--- src/rtl/rc_channel_decoder_if.sv ---
// rtl/rc_channel_decoder_if.sv - receiver pin and decoded-offset bundle for one RC channel
interface rc_channel_decoder_if;
  logic       pwm_in;
  logic [7:0] offset;
  logic       valid;
  logic       signal_lost;

  // Receiver side: drives the raw PWM pin and consumes the decoded channel
  modport master (
    output pwm_in,
    input  offset,
    input  valid,
    input  signal_lost
  );

  // Decoder side
  modport slave (
    input  pwm_in,
    output offset,
    output valid,
    output signal_lost
  );
endinterface

--- src/rtl/rc_channel_decoder.sv ---
// rtl/rc_channel_decoder.sv - RC PWM channel width decoder with pulse rejection and failsafe
module rc_channel_decoder #(
  parameter int unsigned CYCLES_PER_US  = 50,
  parameter int unsigned MIN_US         = 1000,
  parameter int unsigned STEP_US        = 10,
  parameter int unsigned MAX_VALUE      = 100,
  parameter int unsigned MIN_VALID_US   = 800,
  parameter int unsigned MAX_VALID_US   = 2200,
  parameter int unsigned TIMEOUT_US     = 25000,
  parameter int unsigned FAILSAFE_VALUE = 0
) (
  input  logic               clk,
  input  logic               rst_n,
  rc_channel_decoder_if.slave ch
);

  localparam int unsigned PRESC_W = (CYCLES_PER_US > 1) ? $clog2(CYCLES_PER_US) : 1;
  localparam int unsigned STEP_W  = (STEP_US > 1) ? $clog2(STEP_US) : 1;
  localparam int unsigned TO_W    = $clog2(TIMEOUT_US + 1);

  localparam logic [PRESC_W-1:0] PRESC_LAST   = PRESC_W'(CYCLES_PER_US - 1);
  localparam logic [STEP_W-1:0]  STEP_LAST    = STEP_W'(STEP_US - 1);
  localparam logic [TO_W-1:0]    TO_LIMIT     = TO_W'(TIMEOUT_US);
  localparam logic [11:0]        WIDTH_SAT    = 12'hFFF;
  localparam logic [11:0]        MIN_US_W     = 12'(MIN_US);
  localparam logic [11:0]        MIN_VALID_W  = 12'(MIN_VALID_US);
  localparam logic [11:0]        MAX_VALID_W  = 12'(MAX_VALID_US);
  localparam logic [7:0]         MAX_VAL_W    = 8'(MAX_VALUE);
  localparam logic [7:0]         FAILSAFE_W   = 8'(FAILSAFE_VALUE);

  typedef enum logic [0:0] {
    WAIT_RISE = 1'b0,
    MEASURE   = 1'b1
  } state_t;

  // Pin synchronizer and edge history; bit 0 = s1, bit 1 = s2, bit 2 = s3
  logic [2:0]         sync_q;
  logic [PRESC_W-1:0] presc_q;
  logic [PRESC_W-1:0] presc_d;
  state_t             state_q;
  logic [11:0]        width_q;
  logic [STEP_W-1:0]  step_q;
  logic [7:0]         raw_q;
  logic [TO_W-1:0]    to_q;
  logic [TO_W-1:0]    to_d;
  logic [7:0]         offset_q;
  logic               valid_q;
  logic               lost_q;

  logic               rise;
  logic               fall;
  logic               tick;
  logic [11:0]        width_d;
  logic [STEP_W-1:0]  step_d;
  logic [7:0]         raw_d;
  logic               in_range;
  logic               accept;
  logic               timeout_hit;

  assign rise = sync_q[1] & ~sync_q[2];
  assign fall = ~sync_q[1] & sync_q[2];
  assign tick = (presc_q == PRESC_LAST);

  // Resync the asynchronous pin; reset high so a pin already high is not a rising edge
  always_ff @(posedge clk or negedge rst_n) begin
    if (!rst_n) begin
      sync_q <= 3'b111;
    end else begin
      sync_q <= {sync_q[1:0], ch.pwm_in};
    end
  end

  // Microsecond prescaler, phase-aligned to each rising edge so widths start on a whole count
  always_comb begin
    presc_d = presc_q + PRESC_W'(1);
    if (rise || tick) begin
      presc_d = '0;
    end
  end

  always_ff @(posedge clk or negedge rst_n) begin
    if (!rst_n) begin
      presc_q <= '0;
    end else begin
      presc_q <= presc_d;
    end
  end

  // Width, step and raw offset as they stand after this cycle's tick, so a fall coinciding
  // with a tick still counts that last microsecond; raw tracks (w - MIN_US) / STEP_US
  always_comb begin
    width_d = width_q;
    step_d  = step_q;
    raw_d   = raw_q;
    if (tick) begin
      if (width_q != WIDTH_SAT) begin
        width_d = width_q + 12'd1;
      end
      if (width_q >= MIN_US_W) begin
        if (step_q == STEP_LAST) begin
          step_d = '0;
          if (raw_q < MAX_VAL_W) begin
            raw_d = raw_q + 8'd1;
          end
        end else begin
          step_d = step_q + STEP_W'(1);
        end
      end
    end
  end

  // Pulse acceptance and timeout decisions; accept takes priority over failsafe entry
  always_comb begin
    in_range    = (width_d >= MIN_VALID_W) && (width_d <= MAX_VALID_W);
    accept      = (state_q == MEASURE) && fall && in_range;
    timeout_hit = (to_q == TO_LIMIT) && !lost_q;
    to_d        = to_q;
    if (accept) begin
      to_d = '0;
    end else if (tick && (to_q != TO_LIMIT)) begin
      to_d = to_q + TO_W'(1);
    end
  end

  // Measurement FSM with the registered channel outputs and the timeout counter
  always_ff @(posedge clk or negedge rst_n) begin
    if (!rst_n) begin
      state_q  <= WAIT_RISE;
      width_q  <= '0;
      step_q   <= '0;
      raw_q    <= '0;
      to_q     <= '0;
      offset_q <= FAILSAFE_W;
      valid_q  <= 1'b0;
      lost_q   <= 1'b1;
    end else begin
      valid_q <= 1'b0;
      to_q    <= to_d;
      case (state_q)
        WAIT_RISE: begin
          if (rise) begin
            state_q <= MEASURE;
            width_q <= '0;
            step_q  <= '0;
            raw_q   <= '0;
          end
        end
        MEASURE: begin
          width_q <= width_d;
          step_q  <= step_d;
          raw_q   <= raw_d;
          if (fall) begin
            state_q <= WAIT_RISE;
          end
        end
        default: begin
          state_q <= WAIT_RISE;
        end
      endcase
      if (accept) begin
        offset_q <= raw_d;
        valid_q  <= 1'b1;
        lost_q   <= 1'b0;
      end else if (timeout_hit) begin
        offset_q <= FAILSAFE_W;
        valid_q  <= 1'b1;
        lost_q   <= 1'b1;
      end
    end
  end

  assign ch.offset      = offset_q;
  assign ch.valid       = valid_q;
  assign ch.signal_lost = lost_q;

endmodule

--- src/flat_wrapper.sv ---
// flat-port wrapper written by rule: the top's interface ports become plain ports
module rc_channel_decoder_flat 
#(
  parameter int unsigned CYCLES_PER_US  = 50,
  parameter int unsigned MIN_US         = 1000,
  parameter int unsigned STEP_US        = 10,
  parameter int unsigned MAX_VALUE      = 100,
  parameter int unsigned MIN_VALID_US   = 800,
  parameter int unsigned MAX_VALID_US   = 2200,
  parameter int unsigned TIMEOUT_US     = 25000,
  parameter int unsigned FAILSAFE_VALUE = 0
)
  (clk, rst_n, ch_pwm_in, ch_offset, ch_valid, ch_signal_lost);
  rc_channel_decoder_if ch_i ();
  input  logic clk;
  input  logic rst_n;
  input wire logic [$bits(ch_i.pwm_in)-1:0] ch_pwm_in;
  output wire logic [$bits(ch_i.offset)-1:0] ch_offset;
  output wire logic [$bits(ch_i.valid)-1:0] ch_valid;
  output wire logic [$bits(ch_i.signal_lost)-1:0] ch_signal_lost;
  assign ch_i.pwm_in = ch_pwm_in;
  assign ch_offset = ch_i.offset;
  assign ch_valid = ch_i.valid;
  assign ch_signal_lost = ch_i.signal_lost;
  rc_channel_decoder #(.CYCLES_PER_US(CYCLES_PER_US), .MIN_US(MIN_US), .STEP_US(STEP_US), .MAX_VALUE(MAX_VALUE), .MIN_VALID_US(MIN_VALID_US), .MAX_VALID_US(MAX_VALID_US), .TIMEOUT_US(TIMEOUT_US), .FAILSAFE_VALUE(FAILSAFE_VALUE)) u_core (.clk(clk), .rst_n(rst_n), .ch(ch_i));
endmodule
--- config.mk ---
export PLATFORM = sky130hd
export DESIGN_NAME = rc_channel_decoder_flat
export DESIGN_NICKNAME = d
export VERILOG_FILES = /design/src/rtl/rc_channel_decoder_if.sv /design/src/rtl/rc_channel_decoder.sv /design/src/flat_wrapper.sv
export SDC_FILE = /design/constraint.sdc
export NUM_CORES = 1
export LEC_CHECK = 0
export CAP_MARGIN = 5
export CORE_MARGIN = 4
export CORE_UTILIZATION = 55
export CTS_BUF_LIST = sky130_fd_sc_hd__clkbuf_4
export DETAILED_ROUTE_END_ITERATION = 8
export PLACE_DENSITY = 0.84
export SYNTH_ARGS = -nofsm -noshare
export SYNTH_HDL_FRONTEND = slang
export SYNTH_SLANG_ARGS = --single-unit
--- constraint.sdc ---
create_clock -name clk -period 2.7 [get_ports clk]
set_input_delay 0.81 -clock clk [delete_from_list [all_inputs] [get_ports clk]]
set_output_delay 0.81 -clock clk [all_outputs]
set_load 0.05 [all_outputs]
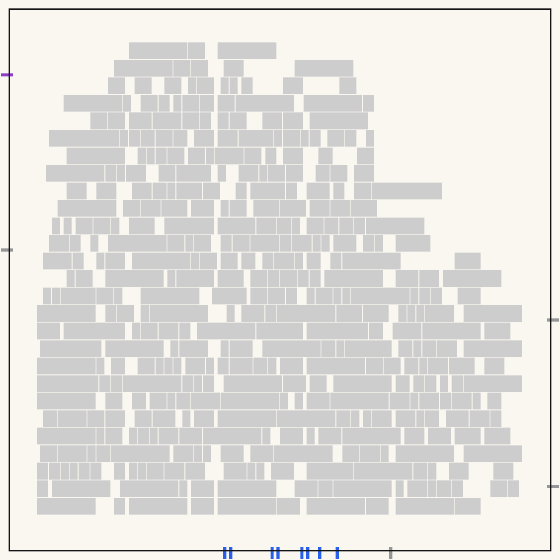
**Above:** run 1 (I/O pins on the die edge).
Pins as bars across the die edge, other pins in gray.
[`clk`] purple | pins: 1 | direction: input | edge: left
[`ch_offset`] blue | pins: 8 | direction: output | edge: bottom
all pins by edge: 9 bottom, 2 left, 2 right
die height: 83.9 µm
die width: 83.9 µm
Buffers on Ports: 12

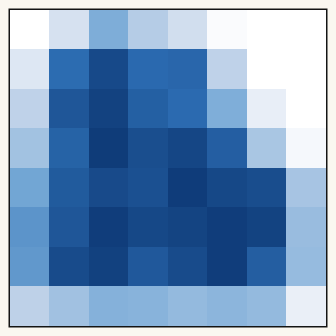
**Above:** run 1 (local utilization).
The die is cut into 8 by 8 equal tiles; white is low, dark blue is high, 0 to 100% covered.
densest ninth of the die: center
mean over tiles: 56%
fullest tile: 95%
nearly empty tiles: 9.4%

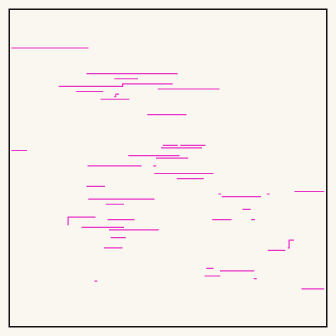
**Above:** run 1 (met3 routing).
longest straight run: 23.9 µm
main direction: horizontal
met3 Track Usage GR: 5.43%
routed wire length: 7010 µm

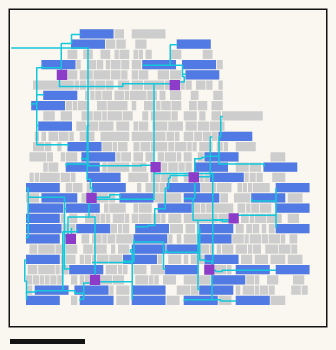
**Above:** run 1 (clock distribution).
Scale bar: 20 µm.
[clock wires] cyan | length: 740 µm
[flip-flops] blue | count: 59
[clock drivers] purple | count: 9
flops lie: spread over the die
routed clock nets: 10

==> metrics.cfg, run 1 <==
[yosys]
common_cells = 55 x dfrtp_1, 44 x nand2_1, 41 x nor2_1
xor_share_pct = 8.03
aoi_share_pct = 11.0
yosys_most_used_dff = dfrtp_1
yosysMostFrequentCell = dfrtp_1
synthCells = 340
synthMuxAreaShare_pct = 3.20
ys_top_cells_by_area = dfrtp_1 43%, nand2_1 5.2%, nor2_1 4.9%

[cts]
ctsHoldBuffers = 0
cts-root-buf = clkbuf_4
clockBufferDepth = 2
cts.repair.resized = 7
cts.sinks = 59

[cells_and_area]
largest_class = logic gates
fin_util_pct = 73.1
layout_top_cell = dfrtp_1
layout.nets = 404
area_delta_synth_final_pct = 28.0
comb_area_um2 = 1730
clkCellAreaFrac_pct = 3.92

[final_timing]
slew_violations = 0
setup_viol = 1
fmax_ghz = 0.370
hold_violations = 0
worst_slack_ns = -0.00230
tightest_slew_ns = 0.716
finalCritPeriodShare_pct = 100

[drt]
highest_layer = met4
num_vias = 2667
drt-met1-wl_um = 3010

[floorplanning]
coreArea_um2 = 5540
fp_util_pct = 57.1

[pwr]
power_switching_mw = 0.445
ir_worst_vdd_uv = 440
pwr-share-clk_pct = 39.9
power.total_mw = 1.80

[status]
violations = negative setup slack
status = finished, violations left

[min_path]
hp-class = reg2reg

[setup_path]
path_cells = or3b_4, or4_4, o21a_1, o31ai_2, o32a_1, nor3_4, buf_6, clkbuf_16, buf_12, nor2_1
crit_buf_inv = 3
worstPathRequired_ns = 3.06
cp_max_fo = 6

[global_route]
use_met2_pct = 34.3
top_usage_layer = met2

==> run 1: sequential cells by signal, summed over array words and instances (netlist names) <==
name,count
u_core.to_q,15
u_core.width_q,12
u_core.ch.offset,8
u_core.raw_q,8
u_core.presc_q,6
u_core.step_q,4
u_core.sync_q,3
u_core.ch.signal_lost,1
u_core.ch.valid,1
u_core.state_q,1
==> run 1: power by group through the flow <==
stage | logic [mW] | clock network [mW] | registers [mW]
after floorplan | 0.0638 | 0 | 0.945
after detailed placement | 0.139 | 0 | 0.945
final | 0.150 | 0.717 | 0.929
after global routing | 0.173 | 0.773 | 0.932
after CTS | 0.141 | 0.726 | 0.929
after global placement | 0.135 | 0 | 0.943
==> run 1: metrics by stage <==
| stage | cell area (µm²) | worst slack, ns | hold slack [ns] | cells |
|---|---|---|---|---|
| 2_1_floorplan | 3190 | -0.0846 | 0.345 | 340 |
| 3_5_place_dp | 3650 | -0.0184 | 0.352 | 446 |
| 3_3_place_gp | 3650 | 0.0572 | 0.350 | 446 |
| 6_report | 4050 | -0.00230 | 0.366 | 469 |
| 4_1_cts | 3860 | -0.00225 | 0.367 | 465 |
| 5_1_grt | 4050 | -0.142 | 0.369 | 469 |
==> run 1: worst paths after layout <==
| check | endpoint | cells after the start | slack, ns | start |
|---|---|---|---|---|
| max reg2reg | u_core.to_q[11] | 10 | -0.002 | u_core.presc_q[3] |
| max in group asynchronous | u_core.ch.offset[1] | 2 | 1.69 | rst_n |
| max | u_core.to_q[11] | 10 | -0.002 | u_core.presc_q[3] |
| min reg2reg | u_core.sync_q[1] | 0 | 0.37 | u_core.sync_q[0] |
| min in group asynchronous | u_core.to_q[10] | 2 | 0.52 | rst_n |
| min | u_core.sync_q[1] | 0 | 0.37 | u_core.sync_q[0] |
--- run 2 (diff from run 1) ---
--- a/config.mk
+++ b/config.mk
@@ -5,12 +5,14 @@
 export SDC_FILE = /design/constraint.sdc
 export NUM_CORES = 1
 export LEC_CHECK = 0
+export ABC_AREA = 1
 export CAP_MARGIN = 5
 export CORE_MARGIN = 4
 export CORE_UTILIZATION = 55
 export CTS_BUF_LIST = sky130_fd_sc_hd__clkbuf_4
 export DETAILED_ROUTE_END_ITERATION = 8
-export PLACE_DENSITY = 0.84
+export PLACE_DENSITY = 0.79
+export SKIP_CTS_REPAIR_TIMING = 1
 export SYNTH_ARGS = -nofsm -noshare
 export SYNTH_HDL_FRONTEND = slang
 export SYNTH_SLANG_ARGS = --single-unit
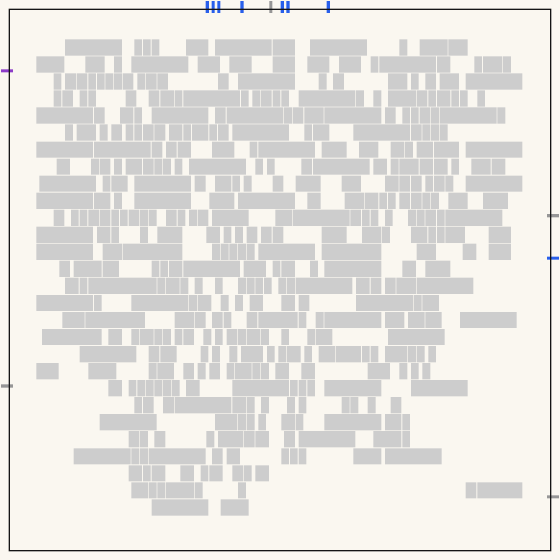
**Above:** run 2 (I/O pins on the die edge).
Pins as bars across the die edge, other pins in gray.
[`clk`] purple | pins: 1 | direction: input | edge: left
[`ch_offset`] blue | pins: 8 | direction: output | edge: 7 top, 1 right
all pins by edge: 8 top, 3 right, 2 left
die width: 86.2 µm
die height: 86.2 µm

==> run 2 against run 1 <==
Effect of this change: the run now ends clean; final area is 9.2% lower; die area is 5.7% higher; critical path type is now reg2out; synthesized area grew 6.3%; sequential power rose by 0.9%; highest routed layer unchanged; fmax grew 5.7%; cell count is 8.3% higher; combinational power fell by about 20%; clock power decreased by 14%; setup slack gained 0.15 ns; non-clock buffer count fell by 46; register-to-register slack gained 0.25 ns; clock skew decreased by 0.0042 ns.
==> metrics.cfg, run 2 <==
[status]
status = finished, final reports clean

[final_timing]
slew_violations = 0  ; unchanged
hold_violations = 0  ; unchanged
tightest_slew_ns = 0.872  ; +0.156 ns
finClkSkew_ns = 0.0166
fmax_ghz = 0.391  ; +5.7%
finalCritPeriodShare_pct = 94.7  ; -5.4 points
setup_viol = 0  ; -1
holdWs_ns = 0.362  ; -0.00344 ns

[placement]
dpl_cell_area_um2 = 3530  ; -3.1%
hpwlAfterDp_um = 4750
dp.cells = 492  ; +10%
port_buffers = 12  ; unchanged

[yosys]
common_cells = 101 x nand2_1, 55 x dfrtp_1, 49 x inv_1
yosysMostFrequentCell = nand2_1
yosys_most_used_dff = dfrtp_1
xor_share_pct = 4.95  ; -3.1 points
ys_seq_share_pct = 44.0
synthCells = 411  ; +21%
synthMuxAreaShare_pct = 0.298  ; -2.9 points
synth_flops = 59
aoi_share_pct = 6.36  ; -4.6 points
ys_top_cells_by_area = dfrtp_1 41%, nand2_1 11%, nand3_1 5.8%

[floorplanning]
fp_util_pct = 56.8  ; -0.29 points
coreArea_um2 = 5920  ; +6.9%
io_pins = 13

[cells_and_area]
layout_top_cell = nand2_1
largest_reg_flops = 15  ; unchanged
clkCellAreaFrac_pct = 3.71  ; -0.21 points
area_delta_synth_final_pct = 9.33
largest_register = u_core.to_q
final_area_um2 = 3680  ; -9.2%
reg.largest.list = u_core.to_q x15, u_core.width_q x12
layout.nets = 440  ; +8.9%
finalNonFillerCells = 508  ; +8.3%
nMultiInputCombCells = 291
nClkBuffers = 9
comb_area_um2 = 1620  ; -6.3%
largest_class = logic gates

[cts]
clk_latency_ns = 0.41
cts_max_level = 3
clockBufferDepth = 2  ; unchanged
numCtsBuffers = 9
cts.sinks = 59  ; unchanged
cts-root-buf = clkbuf_4

[pwr]
power_density_nw_per_um2 = 455
ir_worst_vdd_uv = 394  ; -10%

[drt]
drt-total-wl_um = 6670  ; -4.9%
wl_per_cell_um = 13.1
detail_route.iter0.violations = 169
route.detailed.drc = 0
num_vias = 2695  ; +1.0%

[global_route]
antenna_found_initial = 0
grt_pass1_wl_um = 11600
grt_pass1_vias = 2536
track_usage_pct = 19.9

[min_path]
hold_start = u_core.sync_q[0]
hp-class = reg2reg

[setup_path]
worstPathRequired_ns = 1.89  ; -1.17 ns
cp_top_family = buffers and inverters
crit_buf_inv = 1  ; -2
cp_max_fo = 2  ; -4
path_cells = clkdlybuf4s50_1
cp-startpoint = u_core.ch.signal_lost
rr_startpoint = u_core.width_q[0]

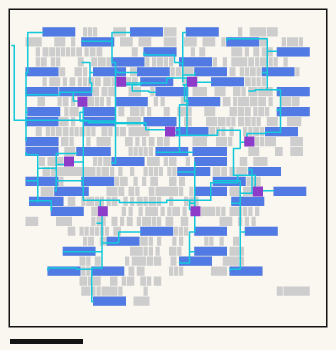
**Above:** run 2 (clock distribution).
Scale bar: 20 µm.
[flip-flops] blue | count: 59
[clock wires] cyan | length: 761 µm
[clock drivers] purple | count: 9
flops lie: spread over the die

[run 2: netlist changes by cell type after synthesis, moves of 10 or more]
cell     previous run  this run
nor2_1             41        27
o21ai_0            21         9
o22ai_1             0        14
nand3_1            18        39
inv_1              12        49
xnor2_1            17         3
nand2_1            44       101
nor2_2              0        10
[run 2: metrics by stage]
| step | power [mW] | utilization (%) | setup slack [ns] |
|---|---|---|---|
| 5_1_grt | 1.75 | 62.1 | 0.0266 |
| 3_3_place_gp | 1.07 | 59.7 | 0.256 |
| 4_1_cts | 1.69 | 62.0 | 0.113 |
| 3_5_place_dp | 1.08 | 59.7 | 0.223 |
| 2_1_floorplan | 1.03 | - | 0.649 |
| 6_report | 1.67 | 62.1 | 0.144 |
[run 2: final timing paths]
| path | endpoint | cells past startpoint | slack (ns) |
|---|---|---|---|
| min reg2reg | u_core.sync_q[1] | 0 | 0.36 |
| min in group asynchronous | u_core.ch.offset[7] | 2 | 0.40 |
| max | ch_signal_lost | 1 | 0.14 |
| max reg2reg | u_core.ch.offset[1] | 15 | 0.25 |
| max in group asynchronous | u_core.sync_q[2] | 2 | 2.00 |
| min | u_core.sync_q[1] | 0 | 0.36 |
[run 2: where the power goes]
| part | internal (mW) | switching [mW] | leakage, nW |
|---|---|---|---|
| clock | 0.276 | 0.340 | 0.0616 |
| sequential | 0.910 | 0.0275 | 0.803 |
| combinational | 0.0375 | 0.0829 | 0.836 |
| total | 1.22 | 0.450 | 1.70 |
[run 2: metal layers]
metal  global-route usage (%)  routed length (µm)  up-vias
li1                         -                   -     1369
met1                     26.6                3030     1253
met2                     32.0                3210       67
met3                     5.51                 395        6
met4                     5.52                  35        0
met5                        0                   0        -
--- run 3 (diff from run 2) ---
--- a/config.mk
+++ b/config.mk
@@ -13,6 +13,7 @@
 export DETAILED_ROUTE_END_ITERATION = 8
 export PLACE_DENSITY = 0.79
 export SKIP_CTS_REPAIR_TIMING = 1
+export SLEW_MARGIN = 20
 export SYNTH_ARGS = -nofsm -noshare
 export SYNTH_HDL_FRONTEND = slang
 export SYNTH_SLANG_ARGS = --single-unit
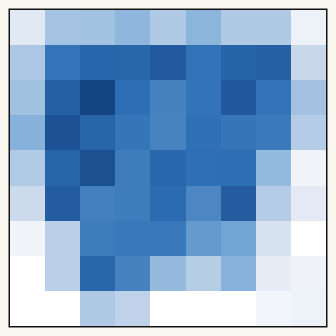
**Above:** run 3 (local utilization).
The die is cut into 9 by 9 equal tiles; white is low, dark blue is high, 0 to 100% covered.
emptiest ninth of the die: lower right
densest ninth of the die: center
fullest tile: 92%
nearly empty tiles: 8.6%

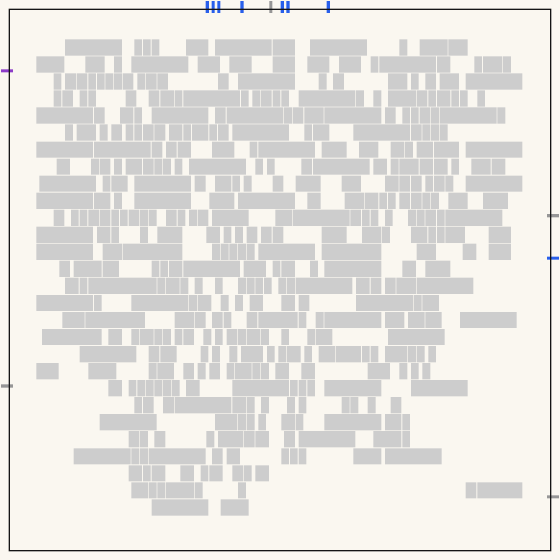
**Above:** run 3 (I/O pins on the die edge).
Pins as bars across the die edge, other pins in gray.
[`clk`] purple | pins: 1 | direction: input | edge: left
[`ch_offset`] blue | pins: 8 | direction: output | edge: 7 top, 1 right
all pins by edge: 8 top, 3 right, 2 left

==> run 3 against run 2 <==
Effect of this change: register-to-register slack hardly changed; via count is the same; largest cell class unchanged; fmax did not move; critical path depth is the same; routed wire length unchanged; hold slack stayed put; sequential share of layout area did not move; sequential cell count unchanged; final area unchanged.
==> metrics.cfg, run 3 <==
[setup_path]
cp_slowest_cell = clkdlybuf4s50_1
ff2ff_path_depth = 15  ; unchanged
worstPathRequired_ns = 1.89  ; about the same
path_cells = clkdlybuf4s50_1
slowest_delay_ns = 0.80
setup.worst_path.end_class = output port
cp.depth = 1  ; unchanged
crit_type = reg2out
cp_top_family = buffers and inverters
crit_buf_inv = 1  ; unchanged
startpoint_type = flip-flop
cp_max_fo = 2  ; unchanged

[global_route]
track_usage_pct = 19.9  ; unchanged
grt_pass1_vias = 2536  ; unchanged
antenna_found_initial = 0  ; unchanged
grt_pass1_wl_um = 11600  ; unchanged
grt-ovfl-total = 0

[cells_and_area]
largest_register = u_core.to_q
layout_top_cell = nand2_1
finalNonFillerCells = 508  ; unchanged
layout.nets = 440  ; unchanged
reg.largest.list = u_core.to_q x15, u_core.width_q x12
final_area_um2 = 3680  ; unchanged
largest_reg_flops = 15  ; unchanged
num_antenna_cells = 0
area_delta_synth_final_pct = 9.33  ; unchanged
fillers = 512
fin_util_pct = 62.1  ; unchanged
drive_above_1_share_pct = 12.5

[flow_run]
tool_warnings = 31
max_cap_violations = 0

[final_timing]
tns_ns = 0
slew_violations = 0  ; unchanged
finClkSkew_ns = 0.0166  ; unchanged
hold_violations = 0  ; unchanged
tightest_slew_ns = 0.872  ; unchanged
setup_viol = 0  ; unchanged
max_slew_margin_pct = 41.6
fmax_ghz = 0.391  ; unchanged
period_needed_ns = 2.56
holdWs_ns = 0.362  ; unchanged
worst_slack_ns = 0.144  ; unchanged
rsz0062_at_grt = false
finalCritPeriodShare_pct = 94.7  ; unchanged

[floorplanning]
die_w_um = 86.2  ; unchanged
dieHeight_um = 86.2  ; unchanged
fp_util_pct = 56.8  ; unchanged
io_pins = 13  ; unchanged
coreArea_um2 = 5920  ; unchanged

[yosys]
yosys_most_used_dff = dfrtp_1
yosysCellCount = 411
yosysMostFrequentCell = nand2_1
ys_top_cells_by_area = dfrtp_1 41%, nand2_1 11%, nand3_1 5.8%
ys_area_um2 = 3360
syn-cell-area_um2 = 3360
synthCells = 411  ; unchanged
synth_warnings = 0
synth_cell_type_count = 36
avgSynthCellArea_um2 = 8.19
common_cells = 101 x nand2_1, 55 x dfrtp_1, 49 x inv_1
ys_seq_share_pct = 44.0  ; unchanged
edf_count = 0
synth_flops = 59  ; unchanged
synthDominantCellAreaShare_pct = 40.9

[placement]
port_buffers = 12  ; unchanged
dpl_worst_slack_ns = 0.223  ; unchanged
hpwlAfterDp_um = 4750  ; unchanged
dpl_cell_area_um2 = 3530  ; unchanged
dp.cells = 492  ; unchanged

[pwr]
power_density_nw_per_um2 = 455  ; unchanged
ir_worst_vdd_uv = 394  ; unchanged
leakagePower_nw = 1.70
power.total_mw = 1.67  ; unchanged

[drt]
route.detailed.drc = 0  ; unchanged
vias_per_cell = 5.31
drt-total-wl_um = 6670  ; unchanged
num_vias = 2695  ; unchanged
ant_nets = 0
detail_route.iter0.violations = 169  ; unchanged
wl_per_cell_um = 13.1  ; unchanged

[cts]
clockBufferDepth = 2  ; unchanged
clk_latency_ns = 0.41  ; about the same
cts.sinks = 59  ; unchanged
cts-root-buf = clkbuf_4
cts_tree = built
numCtsBuffers = 9  ; unchanged
cts_max_level = 3  ; unchanged

[status]
status = finished, final reports clean

[min_path]
hold_depth = 0  ; unchanged
hp-class = reg2reg

run 3: cell type report:
type / count / area, µm² / area share, %
multi-input combinational: 291 / 1620 / 44.1
sequential: 59 / 1480 / 40.3
inverter: 54 / 208 / 5.65
timing repair buffer: 13 / 135 / 3.67
tap: 75 / 93.8 / 2.55
clock inverter: 7 / 68.8 / 1.87
clock buffer: 9 / 67.6 / 1.84
run 3: routing by layer:
layer  part of all wire [%]  track usage (%)  vias to the layer above
met1                     45             26.6                     1253
met4                   0.53             5.52                        0
met5                      0                0                        -
met3                    5.9             5.51                        6
li1                       -                -                     1369
met2                     48             32.0                       67
run 3: kinds of logic after synthesis:
| family | synth area share [%] |
|---|---|
| AOI/OAI and AO/OA | 6.36 |
| xor gates and xnor gates | 4.95 |
| adders and majority gates | 3.35 |
| buffers and inverters | 7.92 |
| DFF | 44.0 |
| muxes | 0.298 |
| and+or+nand+nor | 33.1 |
run 3: path summary, 6_finish.rpt:
path,endpoint,startpoint,slack [ns]
max in group asynchronous,u_core.sync_q[2],rst_n,2.00
min reg2reg,u_core.sync_q[1],u_core.sync_q[0],0.36
max,ch_signal_lost,u_core.ch.signal_lost,0.14
min,u_core.sync_q[1],u_core.sync_q[0],0.36
max reg2reg,u_core.ch.offset[1],u_core.width_q[0],0.25
min in group asynchronous,u_core.ch.offset[7],rst_n,0.40
run 3: where the power goes:
| part | switching (mW) | internal, mW |
|---|---|---|
| Sequential | 0.0275 | 0.910 |
| Clock | 0.340 | 0.276 |
| Combinational | 0.0829 | 0.0375 |
Power is estimated from default activity; no workload was simulated.
